$ cat src/rtl/exmem.sv
// rtl/exmem.sv - EX/MEM pipeline register with data-memory access sequencer (optional forwarding tap: EXMEM_FWD_EN)

module exmem #(
  parameter int WORD_W = 32,
  parameter int REG_W  = 5
) (
  input  logic              CLK,
  input  logic              nRST,
  input  logic              ihit,
  input  logic              dhit,
  input  logic              flush,
  input  logic [WORD_W-1:0] ex_aluout,
  input  logic [WORD_W-1:0] ex_storedata,
  input  logic [WORD_W-1:0] ex_imm,
  input  logic [WORD_W-1:0] ex_npc,
  input  logic [REG_W-1:0]  ex_dest,
  input  logic [2:0]        ex_WBctrl,
  input  logic [2:0]        ex_Mctrl,
  input  logic [WORD_W-1:0] dmemload,
  output logic              dmemREN,
  output logic              dmemWEN,
  output logic [WORD_W-1:0] dmemaddr,
  output logic [WORD_W-1:0] dmemstore,
  output logic              mem_stall,
  output logic [WORD_W-1:0] aluout_out,
  output logic [WORD_W-1:0] imm_out,
  output logic [WORD_W-1:0] npc_out,
  output logic [WORD_W-1:0] dmemload_out,
  output logic [REG_W-1:0]  dest_out,
  output logic [2:0]        WBctrl_out,
  output logic              halt_out,
  output logic              fwd_valid,
  output logic [REG_W-1:0]  fwd_dest,
  output logic [WORD_W-1:0] fwd_data
);

  typedef enum logic [1:0] {IDLE, ACCESS, DONE} state_t;

  state_t              state_q, state_d;
  logic [WORD_W-1:0]   aluout_q, storedata_q, imm_q, npc_q, dload_q;
  logic [REG_W-1:0]    dest_q;
  logic [2:0]          wbctrl_q;
  logic                ren_q, wen_q, halt_q;

  logic                in_access;
  logic                advance;
  logic                cap_ren, cap_wen;

  assign in_access = (state_q == ACCESS);
  assign mem_stall = in_access & ~dhit;
  assign advance   = ihit & ~mem_stall;

  // A bubble carries no memory op; a read+write combination degrades to a read.
  assign cap_ren = ~flush & ex_Mctrl[2];
  assign cap_wen = ~flush & ex_Mctrl[1] & ~ex_Mctrl[2];

  // Next state: a new instruction decides whether an access starts; otherwise
  // a completed access parks in DONE so it is never re-issued.
  always_comb begin
    state_d = state_q;
    if (advance) begin
      state_d = (cap_ren | cap_wen) ? ACCESS : IDLE;
    end else if (in_access && dhit) begin
      state_d = DONE;
    end
  end

  // State register.
  always_ff @(posedge CLK or negedge nRST) begin
    if (!nRST) begin
      state_q <= IDLE;
    end else begin
      state_q <= state_d;
    end
  end

  // Pipeline latch: captures EX results (or a zero bubble on flush) on advance.
  always_ff @(posedge CLK or negedge nRST) begin
    if (!nRST) begin
      aluout_q    <= '0;
      storedata_q <= '0;
      imm_q       <= '0;
      npc_q       <= '0;
      dest_q      <= '0;
      wbctrl_q    <= '0;
      ren_q       <= 1'b0;
      wen_q       <= 1'b0;
      halt_q      <= 1'b0;
    end else if (advance) begin
      aluout_q    <= flush ? '0 : ex_aluout;
      storedata_q <= flush ? '0 : ex_storedata;
      imm_q       <= flush ? '0 : ex_imm;
      npc_q       <= flush ? '0 : ex_npc;
      dest_q      <= flush ? '0 : ex_dest;
      wbctrl_q    <= flush ? '0 : ex_WBctrl;
      ren_q       <= cap_ren;
      wen_q       <= cap_wen;
      halt_q      <= ~flush & ex_Mctrl[0];
    end
  end

  // Load data is held after the hit so the waiting instruction keeps it.
  always_ff @(posedge CLK or negedge nRST) begin
    if (!nRST) begin
      dload_q <= '0;
    end else if (in_access && dhit && ren_q) begin
      dload_q <= dmemload;
    end
  end

  assign dmemREN      = in_access & ren_q;
  assign dmemWEN      = in_access & wen_q;
  assign dmemaddr     = aluout_q;
  assign dmemstore    = storedata_q;
  assign aluout_out   = aluout_q;
  assign imm_out      = imm_q;
  assign npc_out      = npc_q;
  assign dest_out     = dest_q;
  assign WBctrl_out   = wbctrl_q;
  assign halt_out     = halt_q;
  assign dmemload_out = in_access ? dmemload : dload_q;

`ifdef EXMEM_FWD_EN
  logic load_wait;
  assign load_wait = in_access & ren_q & ~dhit;
  assign fwd_valid = wbctrl_q[2] & (dest_q != '0) & ~load_wait;
  assign fwd_dest  = dest_q;
  assign fwd_data  = wbctrl_q[1] ? dmemload_out :
                     wbctrl_q[0] ? npc_q : aluout_q;
`else
  assign fwd_valid = 1'b0;
  assign fwd_dest  = '0;
  assign fwd_data  = '0;
`endif

endmodule

$ cat config.mk
export PLATFORM = sky130hd
export DESIGN_NAME = exmem
export DESIGN_NICKNAME = d
export VERILOG_FILES = /design/src/rtl/exmem.sv
export SDC_FILE = /design/constraint.sdc
export NUM_CORES = 1
export LEC_CHECK = 0
export CORE_AREA = 2 2 173 175
export DETAILED_ROUTE_END_ITERATION = 8
export DIE_AREA = 0 0 175 177
export PLACE_DENSITY_LB_ADDON = 0.08
export REMOVE_ABC_BUFFERS = 1
export SLEW_MARGIN = 25
export SYNTH_ARGS = -nofsm -noshare
export SYNTH_HDL_FRONTEND = slang
export SYNTH_SLANG_ARGS = --single-unit
$ cat constraint.sdc
create_clock -name CLK -period 1.7 [get_ports CLK]
set_input_delay 0.255 -clock CLK [delete_from_list [all_inputs] [get_ports CLK]]
set_output_delay 0.255 -clock CLK [all_outputs]
set_load 0.1 [all_outputs]
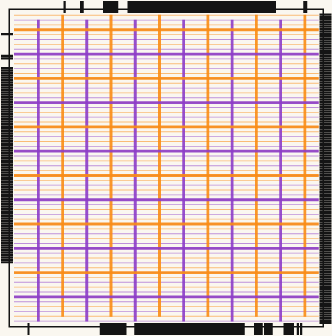
pdn.png
Pins as bars on the die edge.
VSS: marked purple. VDD: marked orange.
64 met1 rails follow the rows. The core has 63 rows. 12 straps on met4. 418 signal pins sit on the boundary.
Die Width: 175 um
Die H: 177 um
maximum vdd drop: 1150 uV

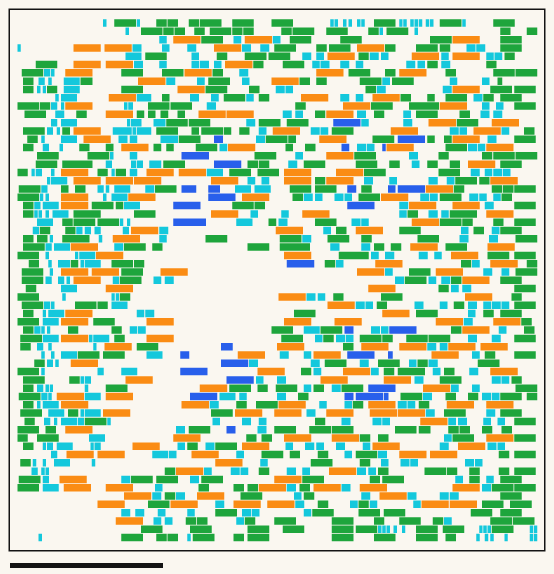
cell_classes.png
Scale bar: 50 um.
flip-flops: marked orange, cells 173. all other logic: marked cyan, cells 458. clock drivers and dummy loads: marked blue, cells 32. other buffers and delay cells: marked green, cells 425.
Row Count: 63
flop share of the area: 0.280
Final Cell Area: 15,500 um^2
core area: 29,200 um^2
fin util: 0.529

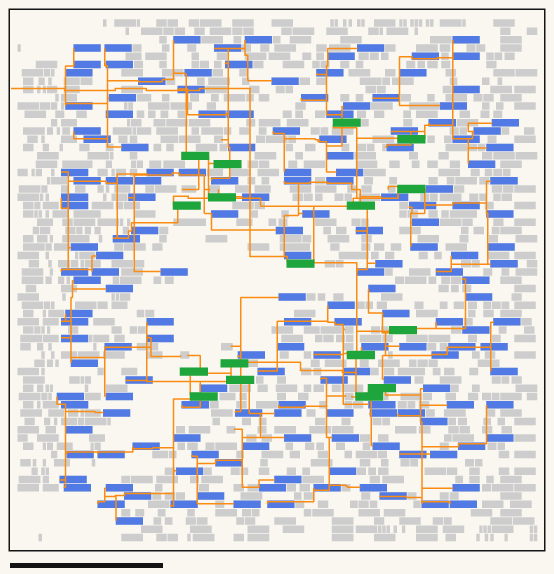
clock_map.png
Scale bar: 50 um.
clock wires: marked orange, length 2,580 um. flip-flops: marked blue, count 173. cells driving clock nets: marked green, count 17.
Position of the flops: all over the die. There are 18 routed clock nets.
clk pwr: 3.93 mW
Worst-Skew Late Latency: 0.42 ns

==> results.py <==
# Auto-generated metrics
metrics = {
    "power": {
        "powerComb_mw": 11.1,
        "switching_power_mw": 9.56,
        "clkPwrFrac": 0.191,
        "p_sw_frac": 0.466,
        "pwr.group.sequential_mw": 5.46,
        "power_leader": "combinational logic",
        "p_leak_nw": 6.57,
        "total_power_mw": 20.5,
        "power.density_nw_per_um2": 1330,
        "power_frac_comb": 0.543,
        "p_int_mw": 11.0,
        "power_frac_seq": 0.266,
    },
    "critical_path": {
        "cp-start-kind": "flop",
        "worst-path-max-fanout": 8,
        "rrSetupSlack_ns": 0.02,
        "r2r-start": "state_q[0]",
        "cp-end-kind": "output pin",
        "cp-startpoint": "state_q[0]",
        "criticalPathCategory": "reg2out",
        "crit_required_ns": 1.44,
        "reg2reg_to": "dload_q[0]",
        "critPathArrivalTime_ns": 1.69,
        "reg2reg_depth": 6,
    },
    "floorplanning": {
        "io_pins": 418,
        "dieArea_um2": 31000,
        "fp_util": 0.293,
    },
    "place": {
        "place_ws_ns": -0.0486,
        "dp.final_hpwl_mm": 21.3,
        "portBuffers": 379,
        "place_congestion": 0.751,
        "place_area_um2": 14500,
        "dp.cells": 1433,
    },
    "status": {
        "status": "complete, but fails checks",
        "failed_checks": "negative setup slack",
    },
    "finish": {
        "seq_area_um2": 4330,
        "final_nets": 1251,
        "nFillCells": 2515,
        "logic_area_um2": 3520,
        "lay_top_cells": "buf_12, dfrtp_1, clkdlybuf4s50_1, nand3b_1, o2bb2ai_1",
        "lay_top_count": "buf_12",
        "drive_gt1_frac": 0.337,
        "syn_to_final_growth_pct": 80.4,
        "final_cells": 1480,
    },
    "detailed_routing": {
        "drc_errors": 0,
        "route.met2.wl_mm": 15.2,
        "ant_nets": 0,
        "wl_met1_mm": 13.5,
        "wl_met3_mm": 2.08,
        "drt_iter0_markers": 378,
        "vias_per_cell": 4.72,
        "drtPass1Iterations": 4,
        "top_layer_used": "met5",
    },
    "global_routing": {
        "grt_busiest_layer": "met2",
        "met1_usage": 0.253,
        "grt_pass1_vias": 7128,
        "grt_max_degree": 68,
        "grt_pass1_wl_mm": 46.1,
        "met2_usage": 0.314,
        "met3_usage": 0.0625,
        "grt_antenna_before_repair": 4,
        "gr-total-overflow": 0,
    },
    "cts": {
        "clk_pin_slew_worst_paths_ns": 0.07,
        "cts_root_buf": "clkbuf_16",
        "clock_path_buffers": 2,
        "cts_tree": "built",
        "h-tree-depth": 4,
    },
    "timing": {
        "fin_setup_tns_ns": -6.45,
        "setup_slack_ns": -0.249,
        "hold_viol_final": 0,
        "hold_slack_ns": 0.276,
        "rsz0062_at_grt": "true",
        "setup_viol": 35,
        "fmax_ghz": 0.513,
        "finalMaxSlewViolations": 0,
        "period_used_share": 1.15,
        "period_minus_slack_ns": 1.95,
    },
    "synthesis": {
        "syn_inst": 736,
        "synth_flops": 173,
        "syn_area_per_cell_um2": 11.6,
        "synth_seq_share": 0.505,
        "syn_area_um2": 8570,
        "yosys_cells": 736,
        "ys.warnings.count": 0,
        "ys_types": 26,
        "yosysChipArea_um2": 8570,
    },
    "run": {
        "cap_violations": 0,
        "tool_warnings": 27,
    },
    "min_path": {
        "min_path_type": "in2async",
    },
}
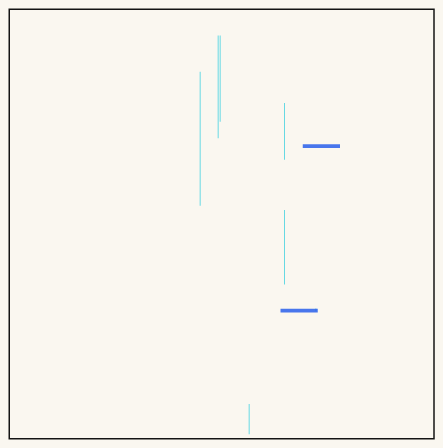
metal_stack.png
Only two layers are drawn.
met5: marked blue, wire length 27.6 um. met4: marked cyan, wire length 199 um.
Vias: 6,983
routed length per instance: 20.9 um
GRT Overall Usage: 0.193
final wirelength: 31.0 mm

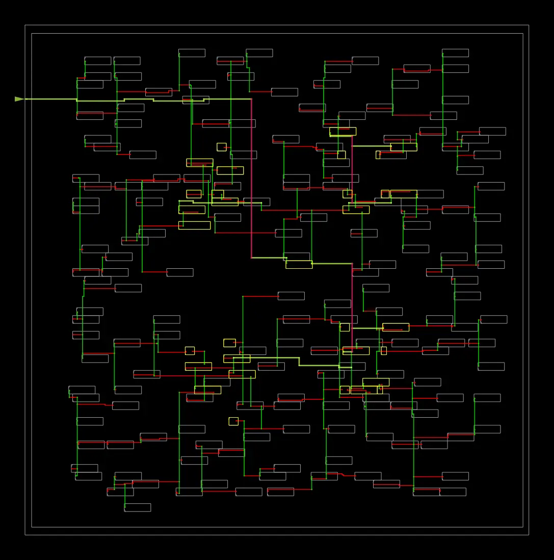
final_clocks.png
# clk buffers: 19
CTS Buf Count: 17
flop count: 173
worst clock skew: 0.0123 ns
Sink Count: 173

## logic make-up after synthesis
family,count (synthesis),synth area share
AOI/OAI and AO/OA,141,0.151
other,1,0.000437
buffers and inverters,142,0.114
muxes,34,0.0577
and+or+nand+nor,245,0.172
DFF,173,0.505
## cell usage after synthesis, drive strengths merged
master     n  area share
nand3b   138        0.12
nor3b      1     0.00088
o2bb2ai  138        0.15
nand2     98       0.043
buf      114        0.10
mux2i      1      0.0012
o21ai      2      0.0025
mux2      33       0.056
clkbuf    28       0.012
a21oi      1     0.00058
dfrtp    173        0.51
conb       1     0.00044
nor2b      2      0.0015
nand3      1      0.0020
nand2b     1     0.00073
and2       2      0.0015
nor2       2      0.0012
## worst max-delay path by stage
stage | endpoint | slack (ns) | depth (start not counted)
after global placement | dload_q[31] | -0.03 | 5
after detailed placement | dload_q[31] | -0.05 | 5
final | dmemload_out[16] | -0.25 | 6
after CTS | dmemload_out[30] | -0.25 | 6
after floorplan | WBctrl_out[0] | -3.28 | 3
after global routing | dmemload_out[16] | -0.33 | 6
## repair_timing
action                                  in CTS  in global routing
pin swaps                                    1                  2
endpoints found under the hold margin       26                  0
hold buffers                                 1                  0
gates resized                               29                 18
endpoints found under the setup margin      35                119
buffers inserted                             4                  2
gates cloned                                 1                  5
## area by class of cell
class                           instances  share of cell area
Multi-Input combinational cell        458               0.228
Clock buffer                           19              0.0287
Timing Repair Buffer                  425               0.423
Sequential cell                       173               0.280
Tap cell                              390              0.0316
Antenna cell                            2            0.000324
Clock inverter                         13             0.00842
## worst max-delay path, cell delays in order, from the launching register on
cell       delay, ns
dfrtp_1         0.41
nor2b_4         0.23
buf_12          0.14
clkbuf_16       0.15
nand2_1         0.07
nand2_2         0.08
buf_12          0.17
Power figures rest on the tool's default switching activity, not on a simulated workload.
